`src/rtl/xtimer_prog.sv`:
```
// xtimer_prog: programmable down-counting timer with prescaler,
// one-shot / auto-reload modes, sticky expiry flag and expiry pulse.
module xtimer_prog #(
    parameter int WIDTH   = 20,
    parameter int PRESC_W = 4
) (
    input  logic               clk,
    input  logic               rst,
    input  logic               start,
    input  logic               stop,
    input  logic               clear,
    input  logic               mode,
    input  logic [WIDTH-1:0]   period,
    input  logic [PRESC_W-1:0] presc,
    output logic [WIDTH-1:0]   count,
    output logic               running,
    output logic               tc,
    output logic               tick
);

    typedef enum logic [1:0] {
        S_IDLE = 2'd0,
        S_RUN  = 2'd1,
        S_DONE = 2'd2
    } state_e;

    state_e             state_q, state_d;
    logic [WIDTH-1:0]   cnt_q, cnt_d;
    logic [PRESC_W-1:0] pcnt_q, pcnt_d;
    logic               tc_q, tc_d;
    logic               tick_q, tick_d;

    // Next-state logic: start overrides everything, then stop, then counting.
    // tc set by an expiry beats a same-cycle clear.
    always_comb begin
        state_d = state_q;
        cnt_d   = cnt_q;
        pcnt_d  = pcnt_q;
        tc_d    = tc_q;
        tick_d  = 1'b0;
        if (start) begin
            state_d = S_RUN;
            cnt_d   = period;
            pcnt_d  = presc;
            tc_d    = 1'b0;
        end else begin
            if (clear) begin
                tc_d = 1'b0;
            end
            case (state_q)
                S_RUN: begin
                    if (stop) begin
                        state_d = S_IDLE;
                    end else if (pcnt_q != '0) begin
                        pcnt_d = pcnt_q - PRESC_W'(1);
                    end else if (cnt_q != '0) begin
                        pcnt_d = presc;
                        cnt_d  = cnt_q - WIDTH'(1);
                    end else begin
                        tick_d = 1'b1;
                        tc_d   = 1'b1;
                        if (mode) begin
                            cnt_d  = period;
                            pcnt_d = presc;
                        end else begin
                            state_d = S_DONE;
                            cnt_d   = '0;
                        end
                    end
                end
                S_DONE: begin
                    cnt_d = '0;
                    if (clear) begin
                        state_d = S_IDLE;
                    end
                end
                default: begin
                end
            endcase
        end
    end

    // State and datapath registers with synchronous active-high reset.
    always_ff @(posedge clk) begin
        if (rst) begin
            state_q <= S_IDLE;
            cnt_q   <= '0;
            pcnt_q  <= '0;
            tc_q    <= 1'b0;
            tick_q  <= 1'b0;
        end else begin
            state_q <= state_d;
            cnt_q   <= cnt_d;
            pcnt_q  <= pcnt_d;
            tc_q    <= tc_d;
            tick_q  <= tick_d;
        end
    end

    assign count   = cnt_q;
    assign running = (state_q == S_RUN);
    assign tc      = tc_q;
    assign tick    = tick_q;

endmodule

```
`config.mk`:
```
export PLATFORM = sky130hd
export DESIGN_NAME = xtimer_prog
export DESIGN_NICKNAME = d
export VERILOG_FILES = /design/src/rtl/xtimer_prog.sv
export SDC_FILE = /design/constraint.sdc
export NUM_CORES = 1
export LEC_CHECK = 0
export CAP_MARGIN = 30
export CORE_MARGIN = 1.5
export CORE_UTILIZATION = 35
export CTS_CLUSTER_SIZE = 16
export DETAILED_ROUTE_END_ITERATION = 12
export SLEW_MARGIN = 5
export SYNTH_ARGS = -nofsm -noshare
export SYNTH_HDL_FRONTEND = slang
export SYNTH_SLANG_ARGS = --single-unit
```
`constraint.sdc`:
```
create_clock -name clk -period 2.64 [get_ports clk]
set_input_delay 0.396 -clock clk [delete_from_list [all_inputs] [get_ports clk]]
set_output_delay 0.396 -clock clk [all_outputs]
set_load 0.005 [all_outputs]
```
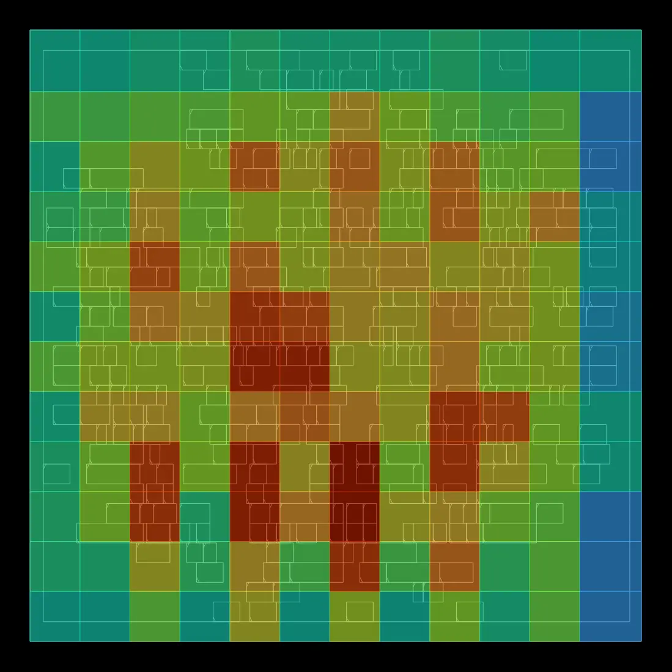
Fig. 1. Routing congestion (run 1).
post-layout util: 46.8%
layer with the highest usage: met2
GR Layer Usage met2: 35.0%
WL per Instance: 17.5 um

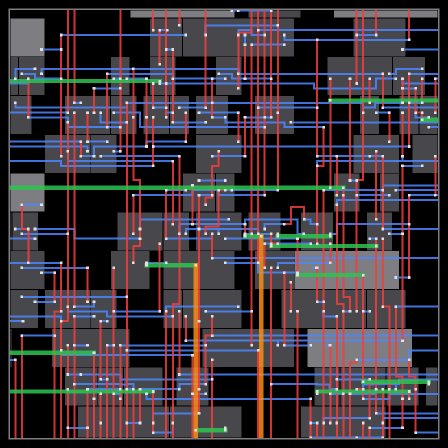
Fig. 2. Close-up of the layout (run 1).
Window x 27 to 57, y 44 to 74 um. Cells in grey, sequential cells in the stronger grey; small squares are vias.
metal 2 -> red
metal 1 -> blue
metal 4 -> orange
metal 3 -> green
cells with their middle in the window = 59
sequential cells in the window = 2
netlist names of flops here include = `count` (2)
most frequent = nand2_1 (7), o21ai_0 (6)

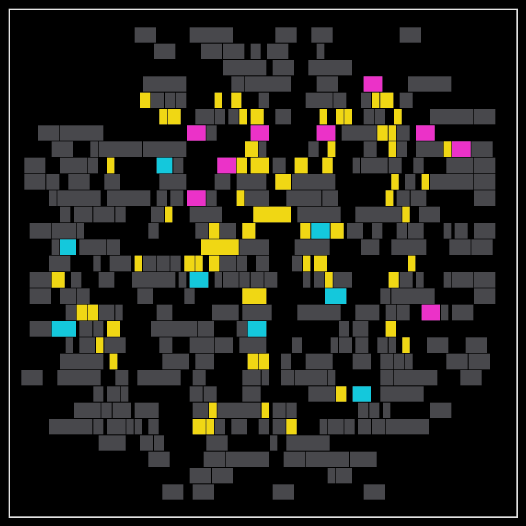
Fig. 3. Selected gate families (run 1).
Scale: 6 px per um.
XOR/XNOR gates -> magenta  # cells 9, most used xor2_1
AND-OR and OR-AND gates -> cyan  # cells 8
NAND gates -> yellow  # cells 63, most used nand2_1
Top cell excl fill/tap: clkdlybuf4s50_1
Non-Filler Instances: 423

==> qor.csv, run 1 <==
stage,metric,value,unit
power,Pwr per Cell Area,414,nW/um2
logic_synthesis,ys cells,295,
final_layout,Top cells excl fill/tap,"clkdlybuf4s50_1, nand2_1, dfxtp_1",
logic_synthesis,Nets at Floorplan,328,
drt,DRT Pass-1 Iters,5,
clocking,clock buffer count from CTS,3,
clocking,root buf cell,clkbuf_8,
clocking,hold_buf cts,0,
clocking,clock slew at reported path FFs,0.10,ns
worst_setup_path,crit path DAT,2.41,ns
drt,Via Count,2524,
clocking,H-Tree Depth,1,
logic_synthesis,Cells after Synth,295,
placement,dpl hpwl,5360,um
die,Die H,84.4,um
final_timing,"Setup violations, final",0,
final_layout,Gate Area,1630,um2
status,status,"complete, no violations",
placement,Area after DPL,2950,um2
grt,initial antenna violation count,0,
final_timing,crit share post-route,83.2,%
clocking,CTS Sinks,28,
logic_synthesis,"Chip Area, Yosys",2320,um2
logic_synthesis,distinct lib cells,68,
clocking,CTS tree,yes,
final_timing,"Slew Viols, Final",0,
power,Clk pwr share,19.6,%
worst_setup_path,critical path's slowest cell,a211o_1,
worst_setup_path,crit-path cells,inv_1 > ha_1 > nor3b_2 > a211o_1 > nor2_1 > or3_1 > a31oi_1,
worst_hold_path,Worst Hold Class,reg2reg,
die,Placeable Area,6390,um2
clocking,Latency at later pin,0.28,ns
placement,gpl congestion,0.826,
grt,met3 Use GR,3.24,%
drt,drt drc,0,
clocking,PostCTS Resize Cnt,0,
grt,met1 track demand over resource,27.9,%
drt,WL final,7400,um
logic_synthesis,Synth warnings,0,
logic_synthesis,"Avg Cell Area, Syn",7.86,um2
clocking,CTS Buffer Depth,2,
final_layout,share of cells above drive strength 1,13.9,%
power,P_sw,0.451,mW
worst_setup_path,"CP delay by family, top",simple AND/OR/NAND/NOR gates,
grt,first-pass GRT wire length,12100,um
final_timing,Final Hold Viols,0,
logic_synthesis,Synth Flop Type,dfxtp_1,
die,die area,7130,um2
power,switch share,36.4,%
power,Static Leakage,1.08,nW
placement,# port buffers,52,
die,I/O Pins,53,
final_timing,clk_skew,0.00612,ns
worst_setup_path,Critical Path End Type,flip-flop,
final_timing,actual slew at the worst max-slew pin,0.647,ns
final_layout,"Design Area, Final",2990,um2
final_layout,fillcell total,628,
final_layout,Ant. Diodes,0,
power,Sequential Power Share,41.1,%
final_timing,setup_tns,0,ns
logic_synthesis,ys async rst share,0,%
final_timing,Fmax,455,MHz
grt,largest net degree at the start of global routing,22,
final_layout,Sequential cell area,561,um2
die,Rows,29,
worst_setup_path,Critical Path Max Stage Delay,0.50,ns
final_layout,Syn-to-layout area delta,28.7,%
final_timing,RSZ-0062 raised after global routing,false,
drt,"antenna viol nets, final",0,
logic_synthesis,synthesized area,2320,um2
[run 1: worst reg2reg max path, cell delays in order, from the launching register on]
cell and delay [ns]:
dfxtp_1 0.38, inv_1 0.11, ha_1 0.23, nor3b_2 0.39
a211o_1 0.50, nor2_1 0.07, or3_1 0.31, a31oi_1 0.13
[run 1: sequential cells by signal, indices dropped and copies added (netlist names)]
signal,count
state_q,2
pcnt_q,4
tick,1
count,20
tc,1
[run 1: per-layer routing]
metal	share of wire (%)	routed length, um	vias up
met2	47	3470	105
met1	44	3270	1192
li1	-	-	1218
met4	1.4	102	0
met3	7.5	555	9
met5	0	0	-
[run 1: metrics by stage]
step / utilization, % / std cells / hold WS [ns] / setup slack, ns / power (mW)
floorplan: - / 295 / 0.458 / 0.713 / 0.809
global placement: 46.1 / 420 / 0.472 / 0.311 / 0.996
detailed placement: 46.1 / 420 / 0.471 / 0.274 / 1.00
CTS: 46.8 / 423 / 0.492 / 0.452 / 1.25
global route: 46.8 / 423 / 0.508 / 0.253 / 1.31
finish: 46.8 / 423 / 0.486 / 0.442 / 1.24
[run 1: synth_stat cells, types with 3 or more instances]
master	instances	area (um2)
dfxtp_1	28	561
or4_1	3	22.5
nor4_4	3	63.8
buf_2	5	25.0
nor2_1	17	63.8
nand3_1	17	85.1
a21oi_1	21	105
o21ai_0	16	80.1
nor4_2	5	62.6
and3_1	6	37.5
nor3_1	9	45.0
nand4_1	8	50.1
a31oi_1	12	75.1
o22ai_1	3	18.8
inv_1	12	45.0
nor3b_2	3	37.5
xor2_1	6	52.6
nand2_1	30	113
xnor2_1	3	26.3
a211oi_2	3	37.5
ha_1	3	37.5
or3_1	13	81.3
clkbuf_1	7	26.3
nor4_1	3	18.8
o21ai_1	5	25.0
[run 1: power groups by stage]
stage                     clock (mW)  sequential, mW  combinational [mW]
after floorplan                    0           0.512               0.298
after global placement             0           0.518               0.478
after detailed placement           0           0.518               0.482
after CTS                      0.252           0.509               0.485
after global routing           0.268           0.517               0.530
final                          0.242           0.509               0.486
[run 1: area by class of cell]
cell class              instances  area share (%)
clock buffers                   3            1.38
inverters                      12            1.51
multi-input cells             238            54.4
flip-flops and latches         28            18.8
well taps                      77            3.23
repair buffers                 65            20.7
[run 1: worst paths after layout]
check / slack (ns) / endpoint / from / cells past startpoint
hold reg to reg: 0.49 / tc / tc / 2
setup / recovery: 0.44 / count[0] / pcnt_q[0] / 7
hold / removal: 0.49 / tc / tc / 2
setup reg to reg: 0.44 / count[0] / pcnt_q[0] / 7
[run 1: cells by family (layout without fill, tap and decap cells)]
group / count (synthesis) / count (layout) / synth area share [%]
adders and majority gates: 3 / 3 / 1.62
buffers and inverters: 29 / 80 / 5.77
DFF: 28 / 28 / 24.2
xor gates and xnor gates: 9 / 9 / 3.40
and+or+nand+nor: 140 / 140 / 39.3
AOI/OAI and AO/OA: 85 / 85 / 25.3
muxes: 1 / 1 / 0.485
Fig. 4: run 1, wiring by layer
Scale: 4 px per um. Two of the layers only.
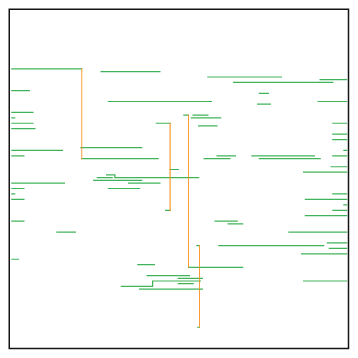

==> inputs of run 2 (changes only) <==
==> constraint.sdc (replaced) <==
create_clock -name clk -period 2.09 [get_ports clk]
set_input_delay 0.3135 -clock clk [delete_from_list [all_inputs] [get_ports clk]]
set_output_delay 0.3135 -clock clk [all_outputs]
set_load 0.005 [all_outputs]
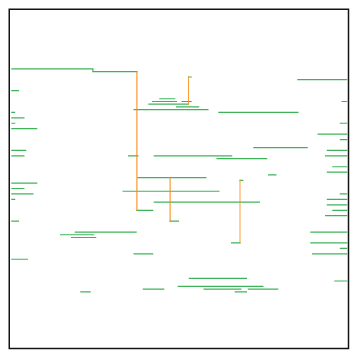
Fig. 5. Wiring by layer (run 2).
Scale: 4 px per um. Two of the layers only.
metal 3 -> green  # wire length 452 um
metal 4 -> orange  # wire length 68.0 um
Via Count: 2633
all-layer global routing usage: 21.7%
WL per Instance: 16.9 um
WL final: 7660 um

==> qor.csv, run 2 <==
stage,metric,value,unit
status,status,"complete, no violations",
power,Sequential Power Share,37.7,%
power,P_sw,0.603,mW
final_timing,clk_skew,0.00392,ns
worst_setup_path,capturing point of the worst reg2reg path,pcnt_q[1],
final_timing,actual slew at the worst max-slew pin,0.517,ns
placement,# port buffers,52,
power,Power Total,1.67,mW
final_layout,share of cells above drive strength 1,21.3,%
worst_setup_path,Critical Path End Type,flip-flop,
final_timing,final hold slack,0.479,ns
clocking,Latency at later pin,0.29,ns
power,Static Leakage,1.23,nW
worst_hold_path,Hold Path Depth,2,
clocking,CTS Buffer Depth,2,
worst_hold_path,Worst Hold End,tc,
final_timing,Final Hold Viols,0,
drt,"antenna viol nets, final",0,
logic_synthesis,top-count cell post-synth,nand2_1,
final_layout,Non-Filler Instances,452,
worst_setup_path,"setup slack, reg-to-reg",0.09,ns
placement,dpl hpwl,5730,um
clocking,H-Tree Depth,1,
drt,DRT Pass-1 Iters,4,
die,I/O Pins,53,
placement,Post-Place Worst Slack,0.0136,ns
die,Placeable Area,6390,um2
logic_synthesis,Synth top area share,24.2,%
final_timing,"Slew Viols, Final",0,
clocking,root buf cell,clkbuf_8,
placement,Area after DPL,3200,um2
power,switch share,36.2,%
final_layout,Top cells excl fill/tap,"clkdlybuf4s50_1, buf_4, nand2_1",
final_timing,setup_tns,0,ns
logic_synthesis,distinct lib cells,68,
final_timing,worst setup margin,0.0915,ns
clocking,clock buffer count from CTS,3,
power,Pwr per Cell Area,513,nW/um2
logic_synthesis,Synth Flop Type,dfxtp_1,
worst_setup_path,R2R depth,6,
drt,drt drc,0,
final_layout,fillcell total,616,
logic_synthesis,Cells after Synth,295,
logic_synthesis,ys cells,295,
logic_synthesis,most frequent cells after synthesis,"nand2_1, dfxtp_1, a21oi_1",
clocking,hold_buf cts,0,
logic_synthesis,ys async rst share,0,%
worst_setup_path,Critical Path Max Stage Delay,0.43,ns
clocking,clock slew at reported path FFs,0.11,ns
worst_setup_path,Worst R2R Start,pcnt_q[1],
logic_synthesis,Nets at Floorplan,328,
grt,first-pass GRT wire length,12600,um
final_layout,Top cell excl fill/tap,clkdlybuf4s50_1,
clocking,CTS Sinks,28,
final_timing,"Setup violations, final",0,
grt,initial antenna violation count,0,
placement,Inst Count DP,449,
clocking,CTS tree,yes,
final_layout,post-layout util,50.9,%
logic_synthesis,"Avg Cell Area, Syn",7.86,um2
clocking,PostCTS Resize Cnt,0,
final_timing,crit share post-route,95.6,%
==> run 2: cells by family (layout without fill, tap and decap cells) <==
kind of cell	Yosys count	in the layout	share of synthesized area (%)
simple gates	140	140	39.3
compound gates	85	85	25.3
buf+inv	29	109	5.77
flops	28	28	24.2
xor+xnor	9	9	3.40
fa+ha+maj	3	3	1.62
mux	1	1	0.485
==> run 2: worst max-delay path: cells and delay by family (launching register included) <==
family                   cells  cell delay [ns]
buffers and inverters        1             0.07
AND-OR/OR-AND                1             0.15
multiplexers                 1             0.35
adder cells (fa/ha/maj)      1             0.20
AND/OR/NAND/NOR              2             0.76
flip-flops                   1             0.35
==> run 2: worst max-delay path by stage <==
stage	slack, ns	depth (start not counted)	start	endpoint
floorplan	0.16	6	pcnt_q[0]	pcnt_q[1]
global placement	0.06	7	stop	count[16]
detailed placement	0.01	7	stop	count[16]
CTS	0.07	6	pcnt_q[0]	pcnt_q[1]
global route	0.009	7	pcnt_q[1]	count[7]
finish	0.09	6	pcnt_q[1]	pcnt_q[1]
==> run 2: area by class of cell <==
| type | count | area, um2 | area share, % |
|---|---|---|---|
| clock buffers | 3 | 41.3 | 1.27 |
| inverters | 12 | 45.0 | 1.38 |
| multi-input cells | 238 | 1640 | 50.3 |
| flip-flops and latches | 28 | 561 | 17.2 |
| well taps | 77 | 96.3 | 2.96 |
| repair buffers | 94 | 873 | 26.8 |
==> run 2: power groups by stage <==
stage               clock network [mW]  logic (mW)  registers (mW)
floorplan                            0       0.376           0.646
global route                     0.350       0.777           0.634
global placement                     0       0.695           0.636
detailed placement                   0       0.702           0.637
finish                           0.327       0.712           0.628
CTS                              0.333       0.706           0.625
==> run 2: per-layer routing <==
| layer | global-route usage [%] | part of all wire [%] | vias to the layer above | routed length, um |
|---|---|---|---|---|
| met5 | 0 | 0 | - | 0 |
| li1 | - | - | 1276 | - |
| met1 | 28.5 | 45 | 1254 | 3440 |
| met2 | 37.0 | 48 | 95 | 3690 |
| met3 | 3.15 | 5.9 | 8 | 451 |
| met4 | 6.60 | 0.89 | 0 | 68 |
Fig. 6: run 2, selected gate families
Scale: 6 px per um.
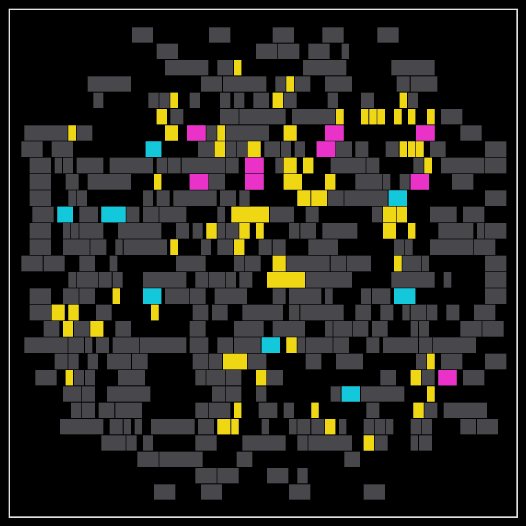

==> inputs of run 3 (changes only) <==
--- a/config.mk
+++ b/config.mk
@@ -10,6 +10,7 @@
 export CORE_UTILIZATION = 35
 export CTS_CLUSTER_SIZE = 16
 export DETAILED_ROUTE_END_ITERATION = 12
+export PLACE_DENSITY = 0.55
 export SLEW_MARGIN = 5
 export SYNTH_ARGS = -nofsm -noshare
 export SYNTH_HDL_FRONTEND = slang
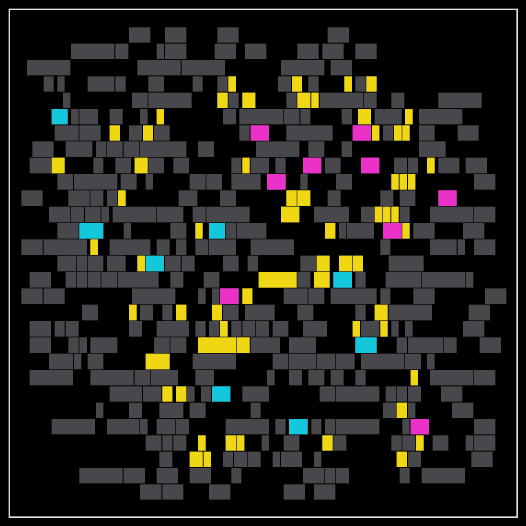
Fig. 7. Selected gate families (run 3).
Scale: 6 px per um.
AND-OR and OR-AND gates -> cyan  # cells 8
XOR/XNOR gates -> magenta  # cells 9, most used xor2_1
NAND gates -> yellow  # cells 63, most used nand2_1
multi-input combinational area share: 50.5%
Non-Filler Instances: 451

==> qor.csv, run 3 <==
stage,metric,value,unit
clocking,CTS Sinks,28,
worst_setup_path,Critical Path End Type,flip-flop,
worst_hold_path,Worst Hold Class,reg2reg,
worst_setup_path,crit path DAT,2.17,ns
worst_setup_path,critical path's slowest cell,dfxtp_1,
placement,Area after DPL,3170,um2
grt,all-layer global routing usage,21.6,%
logic_synthesis,Synth Flop Type,dfxtp_1,
logic_synthesis,"Avg Cell Area, Syn",7.86,um2
die,Die H,84.4,um
worst_hold_path,Hold Path Depth,2,
power,Static Leakage,1.24,nW
worst_setup_path,"setup slack, reg-to-reg",0.12,ns
final_layout,"Design Area, Final",3260,um2
final_layout,max reg flops,20,
drt,drt drc,0,
die,I/O Pins,53,
logic_synthesis,dominant cell type by area after synthesis,dfxtp_1,
final_layout,share of cells above drive strength 1,21.4,%
drt,WL final,7660,um
clocking,clock slew at reported path FFs,0.11,ns
die,die area,7130,um2
placement,gpl congestion,0.893,
final_timing,"Slew Viols, Final",0,
worst_setup_path,capturing point of the worst reg2reg path,state_q[1],
final_timing,Final Hold Viols,0,
worst_hold_path,Worst Hold End,tc,
status,status,"complete, no violations",
power,Pwr per Cell Area,524,nW/um2
clocking,CTS tree,yes,
placement,dpl hpwl,5760,um
final_timing,worst setup margin,0.125,ns
final_timing,actual slew at the worst max-slew pin,0.427,ns
worst_setup_path,Worst R2R Start,count[0],
final_timing,crit share post-route,94.0,%
logic_synthesis,Synth warnings,0,
placement,Post-Place Worst Slack,0.0107,ns
die,Rows,29,
clocking,root buf cell,clkbuf_8,
logic_synthesis,top-count cell post-synth,nand2_1,
logic_synthesis,ys async rst share,0,%
final_layout,Ant. Diodes,0,
final_timing,RSZ-0062 raised after global routing,false,
worst_setup_path,Critical Path Max Stage Delay,0.34,ns
logic_synthesis,synthesized area,2320,um2
final_timing,final hold slack,0.484,ns
final_timing,setup_tns,0,ns
die,Placeable Area,6390,um2
worst_setup_path,crit-path cells,inv_2 > ha_2 > nor3b_4 > nand3_4 > buf_4 > nor4_4 > buf_4 > a21oi_2 > nor4_2,
logic_synthesis,distinct lib cells,68,
logic_synthesis,Synth top area share,24.2,%
logic_synthesis,Cell area leaders,"dfxtp_1, nand2_1, a21oi_1",
grt,first-pass GRT wire length,12600,um
clocking,H-Tree Depth,1,
worst_setup_path,R2R depth,9,
final_timing,clk_skew,0.00548,ns
logic_synthesis,"Chip Area, Yosys",2320,um2
final_timing,"Setup violations, final",0,
logic_synthesis,Cells after Synth,295,
==> run 3: cell counts after synthesis <==
No cell type changed its count.
==> run 3: where the power goes <==
group / internal [mW] / switching, mW
clock network: 0.169 / 0.194
logic: 0.362 / 0.350
registers: 0.572 / 0.0598
total: 1.10 / 0.604
==> run 3: worst max path at each step <==
| stage | from | end | depth (start not counted) |
|---|---|---|---|
| 2_1_floorplan | pcnt_q[0] | pcnt_q[1] | 6 |
| 3_3_place_gp | stop | pcnt_q[2] | 5 |
| 3_5_place_dp | stop | pcnt_q[2] | 5 |
| 4_1_cts | pcnt_q[0] | state_q[1] | 7 |
| 5_1_grt | count[2] | state_q[1] | 7 |
| 6_report | count[0] | state_q[1] | 9 |
==> run 3: repair_timing <==
item | in CTS | in global routing
hold buffers | 0 | 0
setup endpoints to repair | 0 | 8
setup buffers | 0 | 2
gates resized | 0 | 6
==> run 3: area by class of cell <==
type	count	area [um2]
sequential	28	561
tap	77	96.3
inverter	12	45.0
clock buffer	4	55.1
fill	633	3130
multi-input combinational	238	1650
timing repair buffer	92	858
==> run 3: logic make-up after synthesis <==
kind of cell	after synthesis	share of synthesized area, %
xor gates and xnor gates	9	3.40
DFF	28	24.2
AOI/OAI and AO/OA	85	25.3
buffers and inverters	29	5.77
adders and majority gates	3	1.62
and+or+nand+nor	140	39.3
muxes	1	0.485
==> run 3: critical path: cells and delay by family, from the launching register on <==
family / cells / cell delay, ns
compound gates: 1 / 0.06
fa+ha+maj: 1 / 0.21
simple gates: 4 / 0.82
buf+inv: 3 / 0.46
flops: 1 / 0.34
==> run 3: metrics by stage <==
stage / utilization [%] / cells / power (mW)
after detailed placement: 49.6 / 445 / 1.34
after global placement: 49.6 / 445 / 1.34
after CTS: 50.5 / 449 / 1.70
final: 51.1 / 451 / 1.71
after floorplan: - / 295 / 1.02
after global routing: 51.1 / 451 / 1.81
==> run 3: metal layers <==
metal	track usage [%]	up-vias	wire length [um]
met5	0	-	0
met4	4.84	0	68
met3	2.26	7	466
met2	36.5	93	3670
met1	29.7	1209	3450
li1	-	1274	-

==> gallery <==
M1 wires.
Scale: 4 px per um. Supply wires on this layer in grey.
shot_01.png
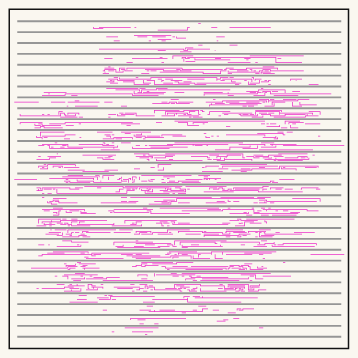
shot_02.png
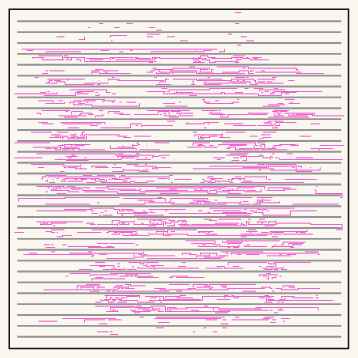
shot_03.png
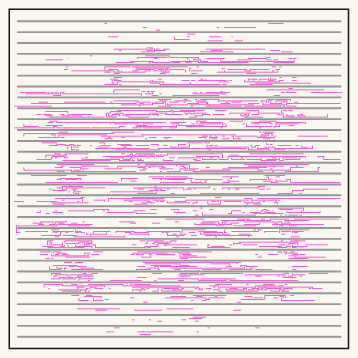
shot_02.png is run 3.
shot_01.png is run 1.
shot_03.png is run 2.

Power is estimated from default activity; no workload was simulated.
